==> config.mk <==
export PLATFORM = sky130hd
export DESIGN_NAME = button_event_gen
export DESIGN_NICKNAME = d
export VERILOG_FILES = /design/src/rtl/button_event_gen.sv
export SDC_FILE = /design/constraint.sdc
export NUM_CORES = 1
export LEC_CHECK = 0
export CAP_MARGIN = 0
export CORE_MARGIN = 5
export CORE_UTILIZATION = 42
export CTS_CLUSTER_SIZE = 8
export DETAILED_ROUTE_END_ITERATION = 10
export DONT_BUFFER_PORTS = 1
export PLACE_DENSITY = 0.55
export SKIP_LAST_GASP = 1
export SYNTH_ARGS = -nofsm -noshare
export SYNTH_HDL_FRONTEND = slang
export SYNTH_SLANG_ARGS = --single-unit
==> constraint.sdc <==
create_clock -name CLK -period 4.75 [get_ports CLK]
set_input_delay 0.95 -clock CLK [delete_from_list [all_inputs] [get_ports CLK]]
set_output_delay 0.95 -clock CLK [all_outputs]
set_load 0.01 [all_outputs]
==> src/rtl/button_event_gen.sv <==
// rtl/button_event_gen.sv - debounced pushbutton front end with press, release, held and auto-repeat events
// Raw active-low pins are synchronized, debounced against a shared 1 ms tick and turned into one-cycle pulses.
module button_event_gen #(
  parameter int NUM_BTN         = 3,
  parameter int CLK_SPEED       = 100000,
  parameter int DEBOUNCE_MS     = 10,
  parameter int REPEAT_DELAY_MS = 500,
  parameter int REPEAT_MS       = 100,
  parameter int REPEAT_EN       = 1
) (
  input  logic               CLK,
  input  logic               RST,
  input  logic [NUM_BTN-1:0] SW,
  output logic [NUM_BTN-1:0] PRESS,
  output logic [NUM_BTN-1:0] RELEASE,
  output logic [NUM_BTN-1:0] HELD,
  output logic               TICK
);

  localparam int PS_W   = $clog2(CLK_SPEED + 1);
  localparam int DB_W   = $clog2(DEBOUNCE_MS + 1);
  localparam int RP_MAX = (REPEAT_DELAY_MS > REPEAT_MS) ? REPEAT_DELAY_MS : REPEAT_MS;
  localparam int RP_W   = $clog2(RP_MAX + 1);

  localparam logic [PS_W-1:0] PS_LAST = PS_W'(CLK_SPEED - 1);
  localparam logic [DB_W-1:0] DB_LAST = DB_W'(DEBOUNCE_MS - 1);
  localparam logic [RP_W-1:0] RD_LAST = RP_W'(REPEAT_DELAY_MS - 1);
  localparam logic [RP_W-1:0] RM_LAST = RP_W'(REPEAT_MS - 1);

  typedef enum logic [1:0] {
    IDLE,
    DELAY,
    REPEAT
  } state_t;

  logic [NUM_BTN-1:0] sync_a;
  logic [NUM_BTN-1:0] sync_b;
  logic [PS_W-1:0]    ps_cnt;
  logic [PS_W-1:0]    ps_next;
  logic [NUM_BTN-1:0] commit;

  state_t          state  [NUM_BTN];
  logic [DB_W-1:0] db_cnt [NUM_BTN];
  logic [RP_W-1:0] rp_cnt [NUM_BTN];

  always_comb begin
    ps_next = (ps_cnt == PS_LAST) ? '0 : ps_cnt + PS_W'(1);
  end

  // TICK is registered from the next count so it lines up with ps_cnt == CLK_SPEED-1.
  always_ff @(posedge CLK) begin
    if (RST) begin
      sync_a <= '0;
      sync_b <= '0;
      ps_cnt <= '0;
      TICK   <= 1'b0;
    end else begin
      sync_a <= ~SW;
      sync_b <= sync_a;
      ps_cnt <= ps_next;
      TICK   <= (ps_next == PS_LAST);
    end
  end

  // commit marks the edge where the debounced level flips on this bit.
  always_comb begin
    commit = '0;
    for (int i = 0; i < NUM_BTN; i++) begin
      commit[i] = (sync_b[i] != HELD[i]) && TICK && (db_cnt[i] == DB_LAST);
    end
  end

  always_ff @(posedge CLK) begin
    if (RST) begin
      PRESS   <= '0;
      RELEASE <= '0;
      HELD    <= '0;
      for (int i = 0; i < NUM_BTN; i++) begin
        state[i]  <= IDLE;
        db_cnt[i] <= '0;
        rp_cnt[i] <= '0;
      end
    end else begin
      for (int i = 0; i < NUM_BTN; i++) begin
        PRESS[i]   <= 1'b0;
        RELEASE[i] <= 1'b0;

        if (sync_b[i] == HELD[i]) begin
          db_cnt[i] <= '0;
        end else if (TICK) begin
          if (db_cnt[i] == DB_LAST) begin
            db_cnt[i] <= '0;
            HELD[i]   <= sync_b[i];
          end else begin
            db_cnt[i] <= db_cnt[i] + DB_W'(1);
          end
        end

        // IDLE tracks HELD==0, so a commit there is always a press and elsewhere a release.
        if (state[i] == IDLE) begin
          if (commit[i]) begin
            PRESS[i]  <= 1'b1;
            rp_cnt[i] <= '0;
            state[i]  <= DELAY;
          end
        end else if (commit[i]) begin
          RELEASE[i] <= 1'b1;
          rp_cnt[i]  <= '0;
          state[i]   <= IDLE;
        end else if (TICK && REPEAT_EN != 0) begin
          if (state[i] == DELAY) begin
            if (rp_cnt[i] == RD_LAST) begin
              PRESS[i]  <= 1'b1;
              rp_cnt[i] <= '0;
              state[i]  <= REPEAT;
            end else begin
              rp_cnt[i] <= rp_cnt[i] + RP_W'(1);
            end
          end else begin
            if (rp_cnt[i] == RM_LAST) begin
              PRESS[i]  <= 1'b1;
              rp_cnt[i] <= '0;
            end else begin
              rp_cnt[i] <= rp_cnt[i] + RP_W'(1);
            end
          end
        end
      end
    end
  end

endmodule
Metal 1:
Scale bar: 20 microns. Supply wires on this layer in grey.
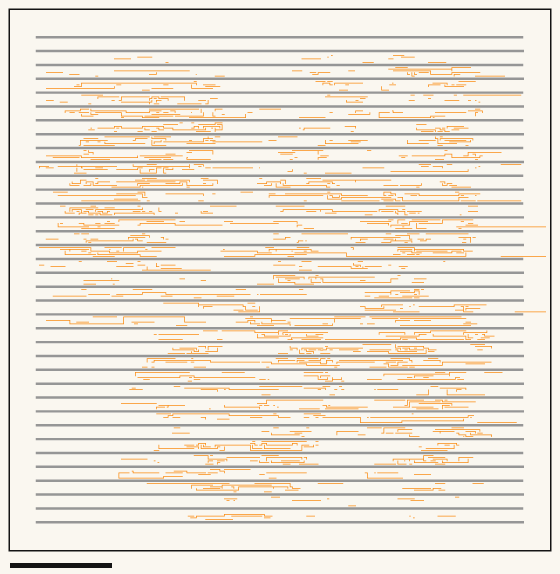
share of all routed wire: 49%
longest straight run: 23.5 microns
grt met1 use: 0.166
via count: 2644
total routed wirelength: 6.91 mm

M2 wires:
Scale bar: 20 microns.
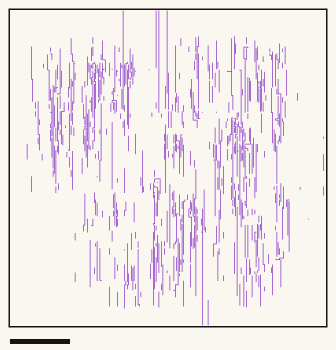
longest straight run: 38.9 microns
share of all routed wire: 46%
main direction: vertical
nets with wire on the layer: 324

==> out/metrics.cfg <==
[synthesis]
mappedNetlistNets=407

[finish]
number_of_logic_gates=295
lay_top_count=sky130_fd_sc_hd__nor2_1
layout_top_registers=rp_cnt x27, ps_cnt x17, db_cnt x12
multi_input_comb_area_sq_mm=0.00179
number_of_flip_flops_in_the_largest_register=27

[run_status]
run_status=complete, no violations

[die]
tapCellCount=111
die.size.y_microns=106
floorplan.core_area_sq_mm=0.00911
placementRows=35

[final_timing]
max_slew_margin=0.544

[routing]
wl_met3_microns=287

[worst_setup_path]
critical_path.n_buffers_inverters=0

[global_route]
grt_util_met2=0.209
largest_net_degree_at_the_start_of_global_routing=30

[placed_design]
detailed_place.area_sq_mm=0.00396

[power_and_ir_drop]
comb_power_share=0.028
vdd.ir_drop.worst_v=0.000206

[run]
max_cap_viol_count=0

[clock_tree]
clock_sinks=78

The metal 3 layer:
Cells faint in the background.
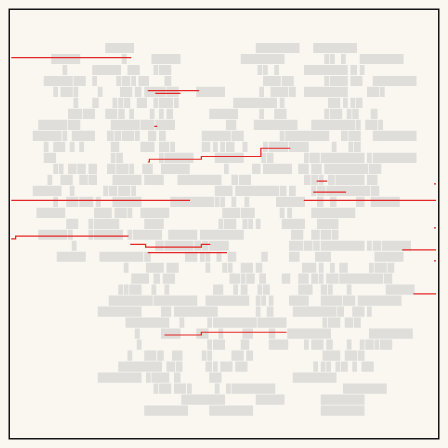
share of all routed wire: 4.2%
wire length on this layer: 287 microns
main direction: horizontal
longest straight run: 43.9 microns
nets with wire on the layer: 14
met3 track demand over resource: 0.0468

-- worst paths after layout --
check	slack, ps	end	cells past startpoint	from
hold / removal	430	sync_b[1]$_SDFF_PP0_	1	sync_a[1]$_SDFF_PP0_
setup / recovery	2280	rp_cnt[0][2]$_SDFFCE_PN0P_	4	TICK$_SDFF_PP0_
setup reg to reg	2280	rp_cnt[0][2]$_SDFFCE_PN0P_	4	TICK$_SDFF_PP0_
hold reg to reg	430	sync_b[1]$_SDFF_PP0_	1	sync_a[1]$_SDFF_PP0_
-- through the flow --
step	utilization	setup slack (ps)	total power, mW	hold WS [ps]	std cells
floorplan	-	2200	0.787	414	392
global placement	0.435	2210	0.793	421	493
detailed placement	0.435	2160	0.794	425	493
CTS	0.456	2210	1.29	432	509
global route	0.456	1950	1.33	447	509
finish	0.456	2280	1.27	430	509
Power is estimated from default activity; no workload was simulated.
